**Cell classes on the final placement**

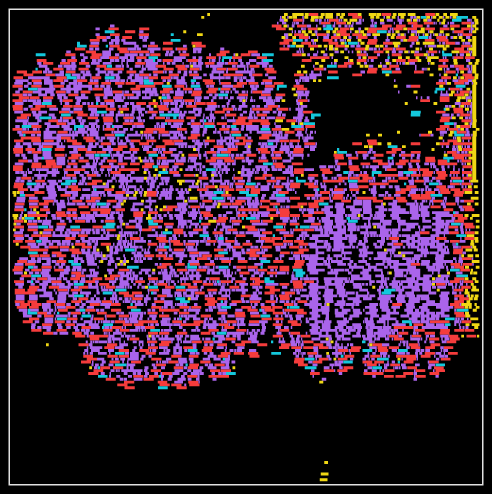
**Local utilization**

Scale bar: 100 um. The die is cut into 22 by 22 equal tiles; black is low, pale yellow is high, 0 to 100% covered.
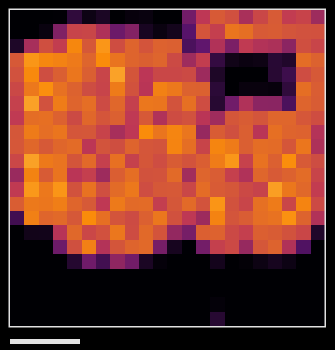
**I/O nets highlighted**

Scale bar: 100 um.
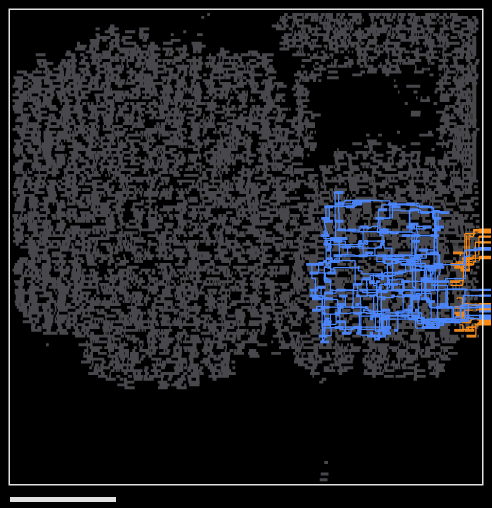
File: src/rtl/rename_stage_nw.sv
// Rename stage: speculative RAT + circular free list; registered outputs 1 cycle after transfer, held while !i_ready.
// Whole group stalls when free pregs < dests needed. Define RENAME_CKPT_EN for commit tracking and flush recovery.
module rename_stage_nw #(
  parameter int WIDTH     = 2,
  parameter int NUM_AREGS = 32,
  parameter int NUM_PREGS = 128,
  parameter int PAYLOAD_W = 64,
  localparam int AW = $clog2(NUM_AREGS),
  localparam int PW = $clog2(NUM_PREGS)
) (
  input  logic                       i_clk,
  input  logic                       i_rst,
  input  logic                       i_valid,
  output logic                       o_ready,
  input  logic [WIDTH*AW-1:0]        i_src0,
  input  logic [WIDTH*AW-1:0]        i_src1,
  input  logic [WIDTH*AW-1:0]        i_dst,
  input  logic [WIDTH*PAYLOAD_W-1:0] i_payload,
  output logic                       o_valid,
  input  logic                       i_ready,
  output logic [WIDTH*PW-1:0]        o_psrc0,
  output logic [WIDTH*PW-1:0]        o_psrc1,
  output logic [WIDTH*PW-1:0]        o_pdst,
  output logic [WIDTH*PW-1:0]        o_old_pdst,
  output logic [WIDTH*PAYLOAD_W-1:0] o_payload,
  input  logic [WIDTH-1:0]           i_free_valid,
  input  logic [WIDTH*PW-1:0]        i_free_preg,
`ifdef RENAME_CKPT_EN
  input  logic [WIDTH-1:0]           i_commit_valid,
  input  logic [WIDTH*AW-1:0]        i_commit_areg,
  input  logic [WIDTH*PW-1:0]        i_commit_preg,
  input  logic                       i_flush,
`endif
  output logic [PW:0]                o_free_count
);
  localparam int FL_DEPTH = NUM_PREGS - NUM_AREGS;
  localparam int FLW = $clog2(FL_DEPTH);
  localparam logic [FLW:0] FL_DEPTH_W = (FLW+1)'(FL_DEPTH);

  function automatic logic [FLW-1:0] fl_add(input logic [FLW-1:0] base, input logic [2:0] ofs);
    logic [FLW:0] s;
    s = {1'b0, base} + (FLW+1)'(ofs);
    if (s >= FL_DEPTH_W) s = s - FL_DEPTH_W;
    return s[FLW-1:0];
  endfunction

  logic [PW-1:0]              rat_q [NUM_AREGS];
  logic [PW-1:0]              fl_q  [FL_DEPTH];
  logic [FLW-1:0]             head_q, head_d, tail_q, tail_d;
  logic [PW:0]                count_q, count_d;
  logic                       valid_q;
  logic [WIDTH*PW-1:0]        psrc0_q, psrc1_q, pdst_q, old_pdst_q;
  logic [WIDTH*PW-1:0]        psrc0_d, psrc1_d, pdst_d, old_pdst_d;
  logic [WIDTH*PAYLOAD_W-1:0] payload_q;
  logic [PW-1:0]              pdst_c   [WIDTH];
  logic [FLW-1:0]             push_idx [WIDTH];
  logic [WIDTH-1:0]           push_en;
  logic [2:0]                 pop_n, push_n;
  logic                       xfer, flush;

  // Slot k takes the next free entry past those taken by older slots; sources/old mapping bypass from older slots.
  always_comb begin
    logic [AW-1:0] s0, s1, dk, dj;
    logic [PW-1:0] p0v, p1v, ov;
    pop_n = '0;
    for (int k = 0; k < WIDTH; k++) begin
      dk = i_dst[k*AW +: AW];
      pdst_c[k] = '0;
      if (dk != '0) begin
        pdst_c[k] = fl_q[fl_add(head_q, pop_n)];
        pop_n = pop_n + 3'd1;
      end
    end
    psrc0_d = '0;
    psrc1_d = '0;
    pdst_d = '0;
    old_pdst_d = '0;
    for (int k = 0; k < WIDTH; k++) begin
      s0 = i_src0[k*AW +: AW];
      s1 = i_src1[k*AW +: AW];
      dk = i_dst[k*AW +: AW];
      p0v = rat_q[s0];
      p1v = rat_q[s1];
      ov = rat_q[dk];
      for (int j = 0; j < k; j++) begin
        dj = i_dst[j*AW +: AW];
        if (dj != '0 && dj == s0) p0v = pdst_c[j];
        if (dj != '0 && dj == s1) p1v = pdst_c[j];
        if (dj != '0 && dj == dk) ov = pdst_c[j];
      end
      if (s0 == '0) p0v = '0;
      if (s1 == '0) p1v = '0;
      if (dk == '0) ov = '0;
      psrc0_d[k*PW +: PW] = p0v;
      psrc1_d[k*PW +: PW] = p1v;
      old_pdst_d[k*PW +: PW] = ov;
      pdst_d[k*PW +: PW] = pdst_c[k];
    end
  end

  always_comb begin
    push_n = '0;
    for (int k = 0; k < WIDTH; k++) begin
      push_en[k] = i_free_valid[k] && (i_free_preg[k*PW +: PW] != '0);
      push_idx[k] = fl_add(tail_q, push_n);
      if (push_en[k]) push_n = push_n + 3'd1;
    end
  end

`ifdef RENAME_CKPT_EN
  assign flush = i_flush;
`else
  assign flush = 1'b0;
`endif

  assign o_ready = ~flush & (~valid_q | i_ready) & (count_q >= (PW+1)'(pop_n));
  assign xfer    = i_valid & o_ready;
  assign head_d  = fl_add(head_q, xfer ? pop_n : 3'd0);
  assign tail_d  = fl_add(tail_q, push_n);
  assign count_d = count_q - (xfer ? (PW+1)'(pop_n) : '0) + (PW+1)'(push_n);

`ifdef RENAME_CKPT_EN
  logic [PW-1:0]  arch_q [NUM_AREGS];
  logic [PW-1:0]  arch_d [NUM_AREGS];
  logic [FLW-1:0] chead_q, chead_d;
  logic [PW:0]    recov_n;

  always_comb begin
    logic [AW-1:0] a;
    logic [2:0]    n;
    arch_d = arch_q;
    n = '0;
    for (int k = 0; k < WIDTH; k++) begin
      a = i_commit_areg[k*AW +: AW];
      if (i_commit_valid[k] && a != '0) begin
        arch_d[a] = i_commit_preg[k*PW +: PW];
        n = n + 3'd1;
      end
    end
    chead_d = fl_add(chead_q, n);
  end

  // Entries popped speculatively beyond the committed head go back to the free list on flush.
  assign recov_n = (PW+1)'({1'b0, head_q} + ((head_q < chead_d) ? FL_DEPTH_W : '0) - {1'b0, chead_d});

  always_ff @(posedge i_clk or posedge i_rst) begin
    if (i_rst) begin
      for (int a = 0; a < NUM_AREGS; a++) arch_q[a] <= PW'(a);
      chead_q <= '0;
    end else begin
      arch_q <= arch_d;
      chead_q <= chead_d;
    end
  end
`endif

  always_ff @(posedge i_clk or posedge i_rst) begin
    if (i_rst) begin
      for (int a = 0; a < NUM_AREGS; a++) rat_q[a] <= PW'(a);
      for (int i = 0; i < FL_DEPTH; i++) fl_q[i] <= PW'(NUM_AREGS + i);
      head_q <= '0;
      tail_q <= '0;
      count_q <= (PW+1)'(FL_DEPTH);
      valid_q <= 1'b0;
      psrc0_q <= '0;
      psrc1_q <= '0;
      pdst_q <= '0;
      old_pdst_q <= '0;
      payload_q <= '0;
    end else begin
      for (int k = 0; k < WIDTH; k++)
        if (push_en[k]) fl_q[push_idx[k]] <= i_free_preg[k*PW +: PW];
      tail_q <= tail_d;
`ifdef RENAME_CKPT_EN
      if (i_flush) begin
        rat_q <= arch_d;
        head_q <= chead_d;
        count_q <= count_d + recov_n;
      end else
`endif
      begin
        if (xfer)
          for (int k = 0; k < WIDTH; k++)
            if (i_dst[k*AW +: AW] != '0) rat_q[i_dst[k*AW +: AW]] <= pdst_c[k];
        head_q <= head_d;
        count_q <= count_d;
      end
      if (xfer) begin
        valid_q <= 1'b1;
        psrc0_q <= psrc0_d;
        psrc1_q <= psrc1_d;
        pdst_q <= pdst_d;
        old_pdst_q <= old_pdst_d;
        payload_q <= i_payload;
      end else if (i_ready || flush) begin
        valid_q <= 1'b0;
        psrc0_q <= '0;
        psrc1_q <= '0;
        pdst_q <= '0;
        old_pdst_q <= '0;
        payload_q <= '0;
      end
    end
  end

  always_ff @(posedge i_clk) begin
    if (!i_rst)
      assert ((PW+2)'(count_q) + (PW+2)'(push_n) <= (PW+2)'(FL_DEPTH))
        else $error("free list overflow");
  end

  assign o_valid      = valid_q;
  assign o_psrc0      = psrc0_q;
  assign o_psrc1      = psrc1_q;
  assign o_pdst       = pdst_q;
  assign o_old_pdst   = old_pdst_q;
  assign o_payload    = payload_q;
  assign o_free_count = count_q;
endmodule
File: config.mk
export PLATFORM = sky130hd
export DESIGN_NAME = rename_stage_nw
export DESIGN_NICKNAME = d
export VERILOG_FILES = /design/src/rtl/rename_stage_nw.sv
export SDC_FILE = /design/constraint.sdc
export NUM_CORES = 2
export LEC_CHECK = 0
export CAP_MARGIN = 0
export CORE_AREA = 2 2 445 447
export DETAILED_ROUTE_END_ITERATION = 7
export DIE_AREA = 0 0 447 449
export PLACE_DENSITY = 0.63
export SLEW_MARGIN = 5
export SYNTH_ARGS = -nofsm -noshare
export SYNTH_HDL_FRONTEND = slang
export SYNTH_SLANG_ARGS = --single-unit
File: constraint.sdc
create_clock -name i_clk -period 53.9 [get_ports i_clk]
set_input_delay 10.78 -clock i_clk [delete_from_list [all_inputs] [get_ports i_clk]]
set_output_delay 10.78 -clock i_clk [all_outputs]
set_load 0.05 [all_outputs]
==> reports/metrics.yaml <==
status: "finished with violations"
failed_checks: "max-capacitance violations, max-slew violations"
critPathKind: "primary input to output pin"
fin_crit_ns: 26.14
viasPerCell: 6.569
fp_nets: 6774
grt_max_degree: 128
cts.sinks: 1103
ys_warn_count: 0
rsz0062_at_grt: "no"
endpoint: "o_ready"
cts_setup_buffers: 0
slew_headroom_pct: -10.51
drt_iter0_drc: 9122
initial_core_util_pct: 37.81
cts_max_level: 3
final_area_um2: 83980
drive_gt1_share_pct: 32.35
synth.most_common_cell: "nand2_1"
ys_seq_elements: 1103
ys_area_um2: 74170
slew_viol_final: 9
yosys_cells: 6563
fin_ws_ns: 27.76
cts_hold_buf: 0
vdd_drop_max_uv: 76.68
reg2reg_from: "head_q[0]$_DFF_PP0_"
synth_top_area_share_pct: 22.03
synthArstFlopShare_pct: 100.0
min_path_type: "flop to flop"
dieArea_um2: 200700
pwr_density_cell_nw_per_um2: 67.55
syn_inst: 6563
crit_path_start_kind: "primary input"
swShare_pct: 47.29
finalClockSkew_ns: 0.04049
ys_seq_share_pct: 37.97
max_cap_violations: 1
cts_buffers: 121
dp_slack_ns: 27.86
rr_worst_depth: 10
synthDistinctLibCells: 88
avgSynthCellArea_um2: 11.30
edf_count: 0
synth_area_um2: 74170
die_y_um: 449
Back to the opening pictures, 'cell classes on the final placement':
Key: yellow = other buffers and delay cells [cells 499]; red = flops [cells 1,103]; cyan = clock drivers and dummy loads [cells 232]; purple = all other logic [cells 4,796]

Back to the opening pictures, 'local utilization':
The emptiest ninth of the die: south-west. The fullest tile reaches 80%. 25% of the tiles are nearly empty. The mean over all tiles is 40%. 2.9% of the tiles are over 75% full.

Back to the opening pictures, 'I/O nets highlighted':
Key: orange = `o_psrc1` [bits 14, direction output, edge east, end cells 14, wire 449 um]; blue = `i_src1` [bits 10, direction input, edge east, end cells 185, wire 5,220 um]

## metrics by stage
stage	instances	utilization, %
4_1_cts	9270	42.79
3_3_place_gp	9038	40.60
3_5_place_dp	9038	40.60
5_1_grt	9270	42.79
2_1_floorplan	6563	-
6_report	9278	42.80
## placed cells by master (no fill, tap or decap), types with 20 or more instances in the layout
master / count
a211oi_1: 20
a21oi_1: 231
a221oi_1: 195
a22oi_1: 44
and3_1: 22
and4_1: 25
buf_4: 143
clkbuf_1: 31
clkbuf_16: 124
clkbuf_8: 24
clkdlybuf4s50_1: 344
clkinv_2: 24
dfrtp_1: 648
dfstp_2: 450
ha_1: 27
inv_1: 45
mux2_2: 571
mux2i_1: 576
mux4_2: 639
nand2_1: 771
nand3_1: 52
nand3b_1: 137
nor2_1: 466
nor3_1: 73
o21ai_0: 357
o221ai_1: 53
o22ai_1: 115
or2_2: 33
xnor2_1: 20
## routing by layer
metal	track usage, %	up-vias	share of wire [%]
li1	-	24910	-
met1	35.78	30640	37
met2	41.94	4324	44
met3	9.232	1046	12
met4	14.91	30	6.6
met5	0.3608	-	0.10
## critical path: cells and delay by family
kind,cells,cell delay (ns)
compound gates,3,0.64
fa+ha+maj,2,0.61
buf+inv,5,2.35
simple gates,3,0.94
## sequential cells by signal (all words and copies together) (netlist names), 8 cells and up
signal / count
o_psrc0: 14
o_psrc1: 14
o_free_count: 8
fl_q: 672
o_pdst: 14
o_payload: 128
o_old_pdst: 14
rat_q: 224
## power by group through the flow
stage	Clock (W)	Combinational (W)	Sequential, W
finish	0.000914	0.00306	0.00170
floorplan	0	0.00180	0.00169
global route	0.000959	0.00314	0.00173
detailed placement	0	0.00295	0.00168
global placement	0	0.00292	0.00165
CTS	0.000923	0.00296	0.00167
## worst min path at each step
stage	depth (start not counted)	to	start
floorplan	2	rat_q[79]$_DFFE_PP1N_	rat_q[79]$_DFFE_PP1N_
global route	0	rat_q[221]$_DFFE_PP0N_	rat_q[221]$_DFFE_PP0N_
global placement	0	rat_q[221]$_DFFE_PP0N_	rat_q[221]$_DFFE_PP0N_
finish	2	o_pdst[4]$_DFFE_PP0P_	o_pdst[4]$_DFFE_PP0P_
detailed placement	0	rat_q[219]$_DFFE_PP0N_	rat_q[219]$_DFFE_PP0N_
CTS	0	rat_q[219]$_DFFE_PP0N_	rat_q[219]$_DFFE_PP0N_
## logic make-up after synthesis
kind of cell / share of synthesized area (%)
simple gates: 10.53
buf+inv: 4.023
mux: 35.86
compound gates: 10.58
flops: 37.97
xor+xnor: 0.4352
fa+ha+maj: 0.5971
## layout make-up
type | instances | area (um2)
fillers | 18440 | 112200
multi-input cells | 4747 | 43320
flip-flops and latches | 1103 | 28180
repair buffers | 499 | 4652
clock buffers | 179 | 3550
well taps | 2640 | 3303
clock inverters | 53 | 760.7
inverters | 49 | 191.4
diodes | 8 | 20.02
Power is estimated from default activity; no workload was simulated.
